`config.mk`:
```
export PLATFORM = sky130hd
export DESIGN_NAME = rx_frame_ctrl_flat
export DESIGN_NICKNAME = d
export VERILOG_FILES = /design/src/rtl/rx_frame_ctrl_pkg.sv /design/src/rtl/rx_frame_ctrl_if.sv /design/src/rtl/rx_baud_counter.sv /design/src/rtl/rx_frame_ctrl.sv /design/src/flat_wrapper.sv
export SDC_FILE = /design/constraint.sdc
export NUM_CORES = 1
export LEC_CHECK = 0
export CAP_MARGIN = 20
export CELL_PAD_IN_SITES_DETAIL_PLACEMENT = 0
export CELL_PAD_IN_SITES_GLOBAL_PLACEMENT = 1
export CORE_MARGIN = 2
export CORE_UTILIZATION = 45
export CTS_BUF_LIST = sky130_fd_sc_hd__clkbuf_8
export CTS_CLUSTER_SIZE = 10
export DETAILED_ROUTE_END_ITERATION = 10
export HOLD_SLACK_MARGIN = 0.05
export PLACE_DENSITY_LB_ADDON = 0.1
export SETUP_SLACK_MARGIN = 0.02
export SYNTH_ARGS = -nofsm -noshare
export SYNTH_HDL_FRONTEND = slang
export SYNTH_HIERARCHICAL = 1
export SYNTH_SLANG_ARGS = --single-unit
```
`constraint.sdc`:
```
create_clock -name clk -period 2.9 [get_ports clk]
set_input_delay 0.29 -clock clk [delete_from_list [all_inputs] [get_ports clk]]
set_output_delay 0.29 -clock clk [all_outputs]
set_load 0.01 [all_outputs]
```
`src/rtl/rx_frame_ctrl_pkg.sv`:
```
// Shared definitions for the UART RX frame sequencer and the blocks that
// decode its one-hot frame state.
package rx_frame_ctrl_pkg;

  localparam int STATE_W = 5;

  typedef enum logic [STATE_W-1:0] {
    ST_IDLE   = 5'b00001,
    ST_START  = 5'b00010,
    ST_DATA   = 5'b00100,
    ST_PARITY = 5'b01000,
    ST_STOP   = 5'b10000
  } frame_state_e;

  localparam logic [3:0] LAST_DATA_BIT = 4'd7;

  function automatic logic is_falling_edge(input logic prev, input logic cur);
    return prev & ~cur;
  endfunction

endpackage

```
`src/rtl/rx_frame_ctrl_if.sv`:
```
// Serial input plus frame-state/strobe bundle between the RX sequencer and
// the shift register / byte analyser.
interface rx_frame_ctrl_if;
  import rx_frame_ctrl_pkg::*;

  logic               rx_i;
  logic               p_ParityEnable_i;
  logic [STATE_W-1:0] State_o;
  logic [3:0]         BitCounter_o;
  logic               Bit_Synch_o;
  logic               p_Bit_o;
  logic               p_ByteDone_o;
  logic               p_FrameError_o;
  logic               p_Busy_o;

  modport master (
    output rx_i, p_ParityEnable_i,
    input  State_o, BitCounter_o, Bit_Synch_o, p_Bit_o,
           p_ByteDone_o, p_FrameError_o, p_Busy_o
  );

  modport slave (
    input  rx_i, p_ParityEnable_i,
    output State_o, BitCounter_o, Bit_Synch_o, p_Bit_o,
           p_ByteDone_o, p_FrameError_o, p_Busy_o
  );

endinterface

```
`src/rtl/rx_baud_counter.sv`:
```
// Bit-period timer: counts clock cycles within a serial bit and flags the
// half-bit and full-bit terminal counts.
module rx_baud_counter #(
  parameter int CLK_PER_BIT = 16,
  parameter int CNT_W       = 8
) (
  input  logic clk,
  input  logic rst,
  input  logic clr,
  input  logic en,
  output logic half_tc,
  output logic full_tc
);

  localparam logic [CNT_W-1:0] HALF_LAST = CNT_W'(CLK_PER_BIT / 2 - 1);
  localparam logic [CNT_W-1:0] FULL_LAST = CNT_W'(CLK_PER_BIT - 1);
  localparam logic [CNT_W-1:0] CNT_ONE   = CNT_W'(1);

  logic [CNT_W-1:0] cnt_r;

  // Cycle counter with clear taking priority over enable
  always_ff @(posedge clk) begin
    if (rst) begin
      cnt_r <= '0;
    end else if (clr) begin
      cnt_r <= '0;
    end else if (en) begin
      cnt_r <= cnt_r + CNT_ONE;
    end else begin
      cnt_r <= cnt_r;
    end
  end

  assign half_tc = (cnt_r == HALF_LAST);
  assign full_tc = (cnt_r == FULL_LAST);

endmodule

```
`src/rtl/rx_frame_ctrl.sv`:
```
// UART RX frame sequencer: start-bit detection, bit timing, one-hot frame
// state, bit counter and sample/frame strobes for downstream RX blocks.
module rx_frame_ctrl
  import rx_frame_ctrl_pkg::*;
#(
  parameter int CLK_PER_BIT = 16,
  parameter int CNT_W       = 8
) (
  input logic            clk,
  input logic            rst,
  rx_frame_ctrl_if.slave bus
);

  frame_state_e state_r, state_nxt_s;
  logic         rx_prev_r, rx_prev_nxt_s;
  logic         par_en_r, par_en_nxt_s;
  logic [3:0]   bit_cnt_r, bit_cnt_nxt_s;
  logic         sync_r, sync_nxt_s;
  logic         bit_r, bit_nxt_s;
  logic         done_r, done_nxt_s;
  logic         ferr_r, ferr_nxt_s;
  logic         busy_r, busy_nxt_s;
  logic         baud_clr_s, baud_en_s, half_tc_s, full_tc_s;

  rx_baud_counter #(
    .CLK_PER_BIT (CLK_PER_BIT),
    .CNT_W       (CNT_W)
  ) u_baud (
    .clk     (clk),
    .rst     (rst),
    .clr     (baud_clr_s),
    .en      (baud_en_s),
    .half_tc (half_tc_s),
    .full_tc (full_tc_s)
  );

  // Next-state and next-output decode
  always_comb begin
    state_nxt_s   = state_r;
    rx_prev_nxt_s = bus.rx_i;
    par_en_nxt_s  = par_en_r;
    bit_cnt_nxt_s = bit_cnt_r;
    sync_nxt_s    = 1'b0;
    bit_nxt_s     = bit_r;
    done_nxt_s    = 1'b0;
    ferr_nxt_s    = 1'b0;
    baud_clr_s    = 1'b0;
    baud_en_s     = 1'b0;
    case (state_r)
      ST_IDLE: begin
        baud_clr_s = 1'b1;
        if (is_falling_edge(rx_prev_r, bus.rx_i)) begin
          state_nxt_s = ST_START;
        end else begin
          state_nxt_s = ST_IDLE;
        end
      end
      ST_START: begin
        if (half_tc_s) begin
          baud_clr_s = 1'b1;
          if (!bus.rx_i) begin
            state_nxt_s   = ST_DATA;
            bit_cnt_nxt_s = 4'd0;
            par_en_nxt_s  = bus.p_ParityEnable_i;
          end else begin
            state_nxt_s = ST_IDLE;
          end
        end else begin
          baud_en_s = 1'b1;
        end
      end
      ST_DATA: begin
        if (full_tc_s) begin
          baud_clr_s    = 1'b1;
          sync_nxt_s    = 1'b1;
          bit_nxt_s     = bus.rx_i;
          bit_cnt_nxt_s = bit_cnt_r + 4'd1;
          if (bit_cnt_r == LAST_DATA_BIT) begin
            state_nxt_s = par_en_r ? ST_PARITY : ST_STOP;
          end else begin
            state_nxt_s = ST_DATA;
          end
        end else begin
          baud_en_s = 1'b1;
        end
      end
      ST_PARITY: begin
        if (full_tc_s) begin
          baud_clr_s  = 1'b1;
          sync_nxt_s  = 1'b1;
          bit_nxt_s   = bus.rx_i;
          state_nxt_s = ST_STOP;
        end else begin
          baud_en_s = 1'b1;
        end
      end
      ST_STOP: begin
        if (full_tc_s) begin
          baud_clr_s  = 1'b1;
          state_nxt_s = ST_IDLE;
          if (bus.rx_i) begin
            done_nxt_s = 1'b1;
          end else begin
            // A low stop bit must see the line return high before re-arming
            ferr_nxt_s    = 1'b1;
            rx_prev_nxt_s = 1'b0;
          end
        end else begin
          baud_en_s = 1'b1;
        end
      end
      default: begin
        state_nxt_s = ST_IDLE;
        baud_clr_s  = 1'b1;
      end
    endcase
    busy_nxt_s = (state_nxt_s != ST_IDLE);
  end

  // State and registered outputs
  always_ff @(posedge clk) begin
    if (rst) begin
      state_r   <= ST_IDLE;
      rx_prev_r <= 1'b1;
      par_en_r  <= 1'b0;
      bit_cnt_r <= 4'd0;
      sync_r    <= 1'b0;
      bit_r     <= 1'b0;
      done_r    <= 1'b0;
      ferr_r    <= 1'b0;
      busy_r    <= 1'b0;
    end else begin
      state_r   <= state_nxt_s;
      rx_prev_r <= rx_prev_nxt_s;
      par_en_r  <= par_en_nxt_s;
      bit_cnt_r <= bit_cnt_nxt_s;
      sync_r    <= sync_nxt_s;
      bit_r     <= bit_nxt_s;
      done_r    <= done_nxt_s;
      ferr_r    <= ferr_nxt_s;
      busy_r    <= busy_nxt_s;
    end
  end

  assign bus.State_o        = state_r;
  assign bus.BitCounter_o   = bit_cnt_r;
  assign bus.Bit_Synch_o    = sync_r;
  assign bus.p_Bit_o        = bit_r;
  assign bus.p_ByteDone_o   = done_r;
  assign bus.p_FrameError_o = ferr_r;
  assign bus.p_Busy_o       = busy_r;

endmodule

```
`src/flat_wrapper.sv`:
```
// flat-port wrapper written by rule: the top's interface ports become plain ports
module rx_frame_ctrl_flat import rx_frame_ctrl_pkg::*;
#(
  parameter int CLK_PER_BIT = 16,
  parameter int CNT_W       = 8
)
  (clk, rst, bus_rx_i, bus_p_ParityEnable_i, bus_State_o, bus_BitCounter_o, bus_Bit_Synch_o, bus_p_Bit_o, bus_p_ByteDone_o, bus_p_FrameError_o, bus_p_Busy_o);
  rx_frame_ctrl_if bus_i ();
  input logic clk;
  input logic rst;
  input wire logic [$bits(bus_i.rx_i)-1:0] bus_rx_i;
  input wire logic [$bits(bus_i.p_ParityEnable_i)-1:0] bus_p_ParityEnable_i;
  output wire logic [$bits(bus_i.State_o)-1:0] bus_State_o;
  output wire logic [$bits(bus_i.BitCounter_o)-1:0] bus_BitCounter_o;
  output wire logic [$bits(bus_i.Bit_Synch_o)-1:0] bus_Bit_Synch_o;
  output wire logic [$bits(bus_i.p_Bit_o)-1:0] bus_p_Bit_o;
  output wire logic [$bits(bus_i.p_ByteDone_o)-1:0] bus_p_ByteDone_o;
  output wire logic [$bits(bus_i.p_FrameError_o)-1:0] bus_p_FrameError_o;
  output wire logic [$bits(bus_i.p_Busy_o)-1:0] bus_p_Busy_o;
  assign bus_i.rx_i = bus_rx_i;
  assign bus_i.p_ParityEnable_i = bus_p_ParityEnable_i;
  assign bus_State_o = bus_i.State_o;
  assign bus_BitCounter_o = bus_i.BitCounter_o;
  assign bus_Bit_Synch_o = bus_i.Bit_Synch_o;
  assign bus_p_Bit_o = bus_i.p_Bit_o;
  assign bus_p_ByteDone_o = bus_i.p_ByteDone_o;
  assign bus_p_FrameError_o = bus_i.p_FrameError_o;
  assign bus_p_Busy_o = bus_i.p_Busy_o;
  rx_frame_ctrl #(.CLK_PER_BIT(CLK_PER_BIT), .CNT_W(CNT_W)) u_core (.clk(clk), .rst(rst), .bus(bus_i));
endmodule
```
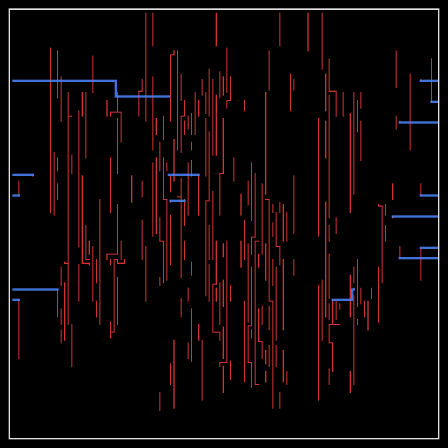
Figure 1: wiring by layer.
Two of the layers only.
layer	colour	wire length
M2	red	1,170 microns
M3	blue	64.1 microns

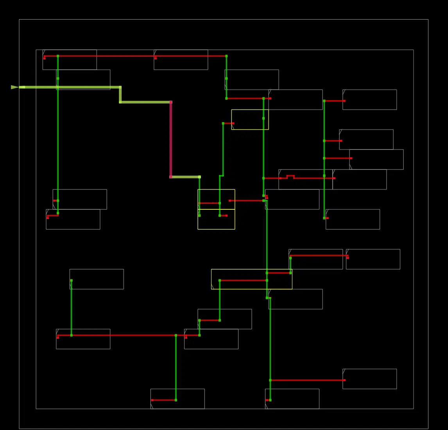
Figure 2: clock routing.
CTS sink count: 24
Seq Cell Count: 24
clock distribution power: 0.000291 W
clock latency reported for the late side of the worst-skew pair: 0.26 ns

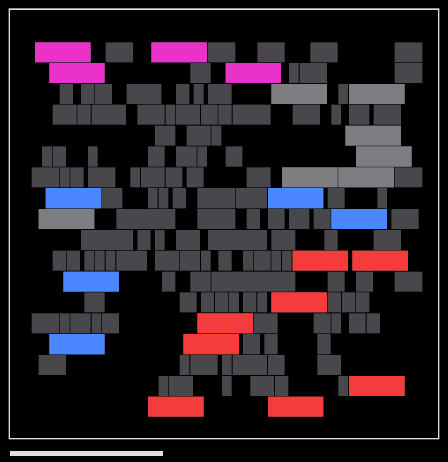
Figure 3: sequential cells coloured by netlist name.
Bar = 20 microns. Other sequential cells in the stronger grey, the rest of the logic in the fainter grey.
netlist name	colour	sequential cells
`u_core/bus.BitCounter_o`	magenta	4
`u_core/bus.State_o`	blue	5
`u_core/u_baud/cnt_r`	red	8
not coloured	7

-- worst max-delay path: cells and delay by family, from the launching register on --
family | cells | cell delay (ns)
xor gates and xnor gates | 1 | 0.22
DFF | 1 | 0.59
and+or+nand+nor | 2 | 0.62
AOI/OAI and AO/OA | 3 | 1.04
-- cell usage after synthesis, drive strengths merged (2+ instances only) --
cell     number  area share
nor3b         2       0.022
and4          2       0.014
inv           4       0.012
mux2i         2       0.017
o2111ai       2       0.014
nor4          2       0.023
o21ai         6       0.025
nand3         9       0.037
ha            2       0.021
a21oi         9       0.040
nand2         8       0.025
and2          2       0.010
o211ai        3       0.023
xnor2         2       0.014
nand4         6       0.043
nor3          2      0.0083
or3           6       0.035
nor2         20       0.062
dfxtp        24        0.40
buf           3       0.020
or2           3       0.016
clkbuf        4       0.013
xor2          3       0.022
nand4b        2       0.014
-- registers in the layout (all words and copies together), names as in the netlist --
register	cells
u_core/bus.Bit_Synch_o	1
u_core/rx_prev_r	1
u_core/par_en_r	1
u_core/bus.p_Bit_o	1
u_core/bus.p_Busy_o	1
u_core/bus.BitCounter_o	4
u_core/bus.p_ByteDone_o	1
u_core/bus.State_o	5
u_core/u_baud/cnt_r	8
u_core/bus.p_FrameError_o	1
-- area by class of cell --
type                            count  area (sq um)  area share
Clock buffer                        3          41.3      0.0285
Clock inverter                      1          30.0      0.0207
Inverter                            4          15.0      0.0104
Multi-Input combinational cell    104           673       0.465
Sequential cell                    24           480       0.332
Tap cell                           30          37.5      0.0259
Timing Repair Buffer               17           170       0.118
-- power by group --
part | switching, W | leakage (nW) | total (W) | internal (W)
Sequential | 0.00000904 | 0.194 | 0.000344 | 0.000335
Clock | 0.000106 | 0.0357 | 0.000291 | 0.000184
Combinational | 0.0000270 | 0.277 | 0.0000558 | 0.0000287
Total | 0.000143 | 0.507 | 0.000690 | 0.000548
-- metrics by stage --
step,total power [W],hold WS (ns),utilization,cells,worst slack (ns)
global route,0.000720,0.514,0.574,183,0.195
finish,0.000690,0.494,0.574,183,0.370
floorplan,0.000384,0.407,-,139,0.859
global placement,0.000406,0.467,0.546,179,0.523
CTS,0.000698,0.495,0.574,183,0.350
detailed placement,0.000406,0.482,0.546,179,0.384
-- worst max-delay path by stage --
stage | start | endpoint | slack [ns] | cells after the start
finish | u_core/bus.State_o[3] | u_core/u_baud/cnt_r[5] | 0.37 | 6
global route | u_core/bus.State_o[3] | u_core/u_baud/cnt_r[5] | 0.20 | 6
CTS | u_core/bus.State_o[3] | u_core/u_baud/cnt_r[5] | 0.35 | 6
detailed placement | u_core/bus.State_o[3] | u_core/u_baud/cnt_r[5] | 0.38 | 6
global placement | u_core/bus.State_o[2] | u_core/u_baud/cnt_r[5] | 0.52 | 6
floorplan | u_core/bus.State_o[4] | u_core/u_baud/cnt_r[5] | 0.86 | 9
-- logic make-up (layout without fill, tap and decap cells) --
logic type               after synthesis  in the layout  share of synthesized area
adder cells (fa/ha/maj)                2              2                     0.0207
XOR/XNOR                               5              5                     0.0362
flip-flops                            24             24                      0.398
buffers and inverters                 11             25                     0.0455
AND/OR/NAND/NOR                       68             68                      0.335
multiplexers                           3              3                     0.0259
AND-OR/OR-AND                         26             26                      0.139
==> git commit body <==
Add synthesis and place-and-route results

* Run status: finished clean
- Number of warning messages in the yosys log: 6
- Per the post-synthesis report, the number of cells in the design is 139.
- Cell Area, Synth: 1210 sq um
* Gr ovfl total: 0
* Clock Skews: 0.00303 ns
- Worst Path Class, Setup: reg2reg
- Type of origin of the critical path: flip-flop
- In this run, CTS created clock tree buffers numbering 3.
- Cell count of the worst reg-to-reg path: 6
* Die Y-Extent: 55.8 microns
* Floorplan core density: 0.479
* I/O Buffers: 17
- Count of boundary I/O pins: 18
- Detailed placement finished with a half-perimeter wire length of 1840 microns.
- End of the worst register-to-register path: u_core/u_baud/cnt_r[5]
- Final total negative setup slack: 0 ns
* Register-to-Register Setup Slack: 0.37 ns
- The flow measured a signed area growth from synthesis to layout of 19.8%.
- The gate-level netlist out of Yosys references 46 unique cell types.
* Leakage dissipation: 0.507 nW
- Number of detailed-routing iterations run before antenna repair: 4
* Average vias per placed instance: 5.60
- The routed layout reports a DRC error count of 0.
- Die area: 3120 sq um
- Final-layout fill cell count: 242
- Setup repair after global routing left no endpoint under its margin.
- Worst min-delay path endpoint: u_core/par_en_r
- Highest fanout seen on the critical path: 10
- Number of OpenROAD warnings: 26
* Master cell of the clock root buffer: sky130_fd_sc_hd__clkbuf_8
- Required time at the endpoint of the critical path: 3.10 ns
* Antenna viol nets, final: 0
- TritonCTS clock tree: yes
- In the final routing, the length of wire on met1 measures 1310 microns.
* Post-synth tally of flip-flops with integrated enable: 0
- Global Route met2 Usage: 0.257
- Yosys synthesis chip area: 1210 sq um
- Fraction of layout instances using a drive strength above 1: 0.0850
- Per the detail_route report, routed wire per instance is 13.9 microns.
- Leading register cell type out of synthesis: sky130_fd_sc_hd__dfxtp_1
* Type of the worst min-delay path: reg2reg
- The report counts max-capacitance violations totalling 0.
* Final hold violation count: 0
* Proportion of synthesized flip-flops having asynchronous set or reset: 0
* Post-layout min period: 2.53 ns
- The floorplan has 18 rows.
- Worst Min Path Start: u_core/par_en_r
- Final std cell area, no fill: 1450 sq um
* First-pass GRT wire length: 4170 microns
* Final Max Slew Viols: 0
- Largest net degree at the start of global routing: 16
- STA classifies the critical path endpoint as a flip-flop.
* Peak Freq: 395 MHz
- Cell breakdown of the critical path: xor2_1 > o211ai_1 > o21ai_0 > nand4_4 > or3_1 > a21oi_1
- The final report lists the setup-violating endpoint count as 0.
- Clock slew at the register clock pins of the worst setup and hold paths: 0.09 ns
- Routability congestion estimate: 0.768
* Highest metal layer used by the detailed router: met4
- The most common logic cells in the final layout are sky130_fd_sc_hd__dfxtp_1, sky130_fd_sc_hd__nor2_1, sky130_fd_sc_hd__clkdlybuf4s50_1.
* Met3 routed wirelength: 64 microns
- The post-synth register bit count is 24.
- The report puts the hold buffer count at CTS at 0.
- Among all stages on the critical path, the maximum delay recorded is 0.76 ns.
- The via count of the first global-routing pass came to 913.
- Total power per unit cell area: 477 nW/um^2
- Cell depth of the worst min-delay path: 2
* Post-synth seq share: 0.398
* Max stage delay cell, worst path: sky130_fd_sc_hd__o21ai_0
Power and IR drop assume default switching activity.
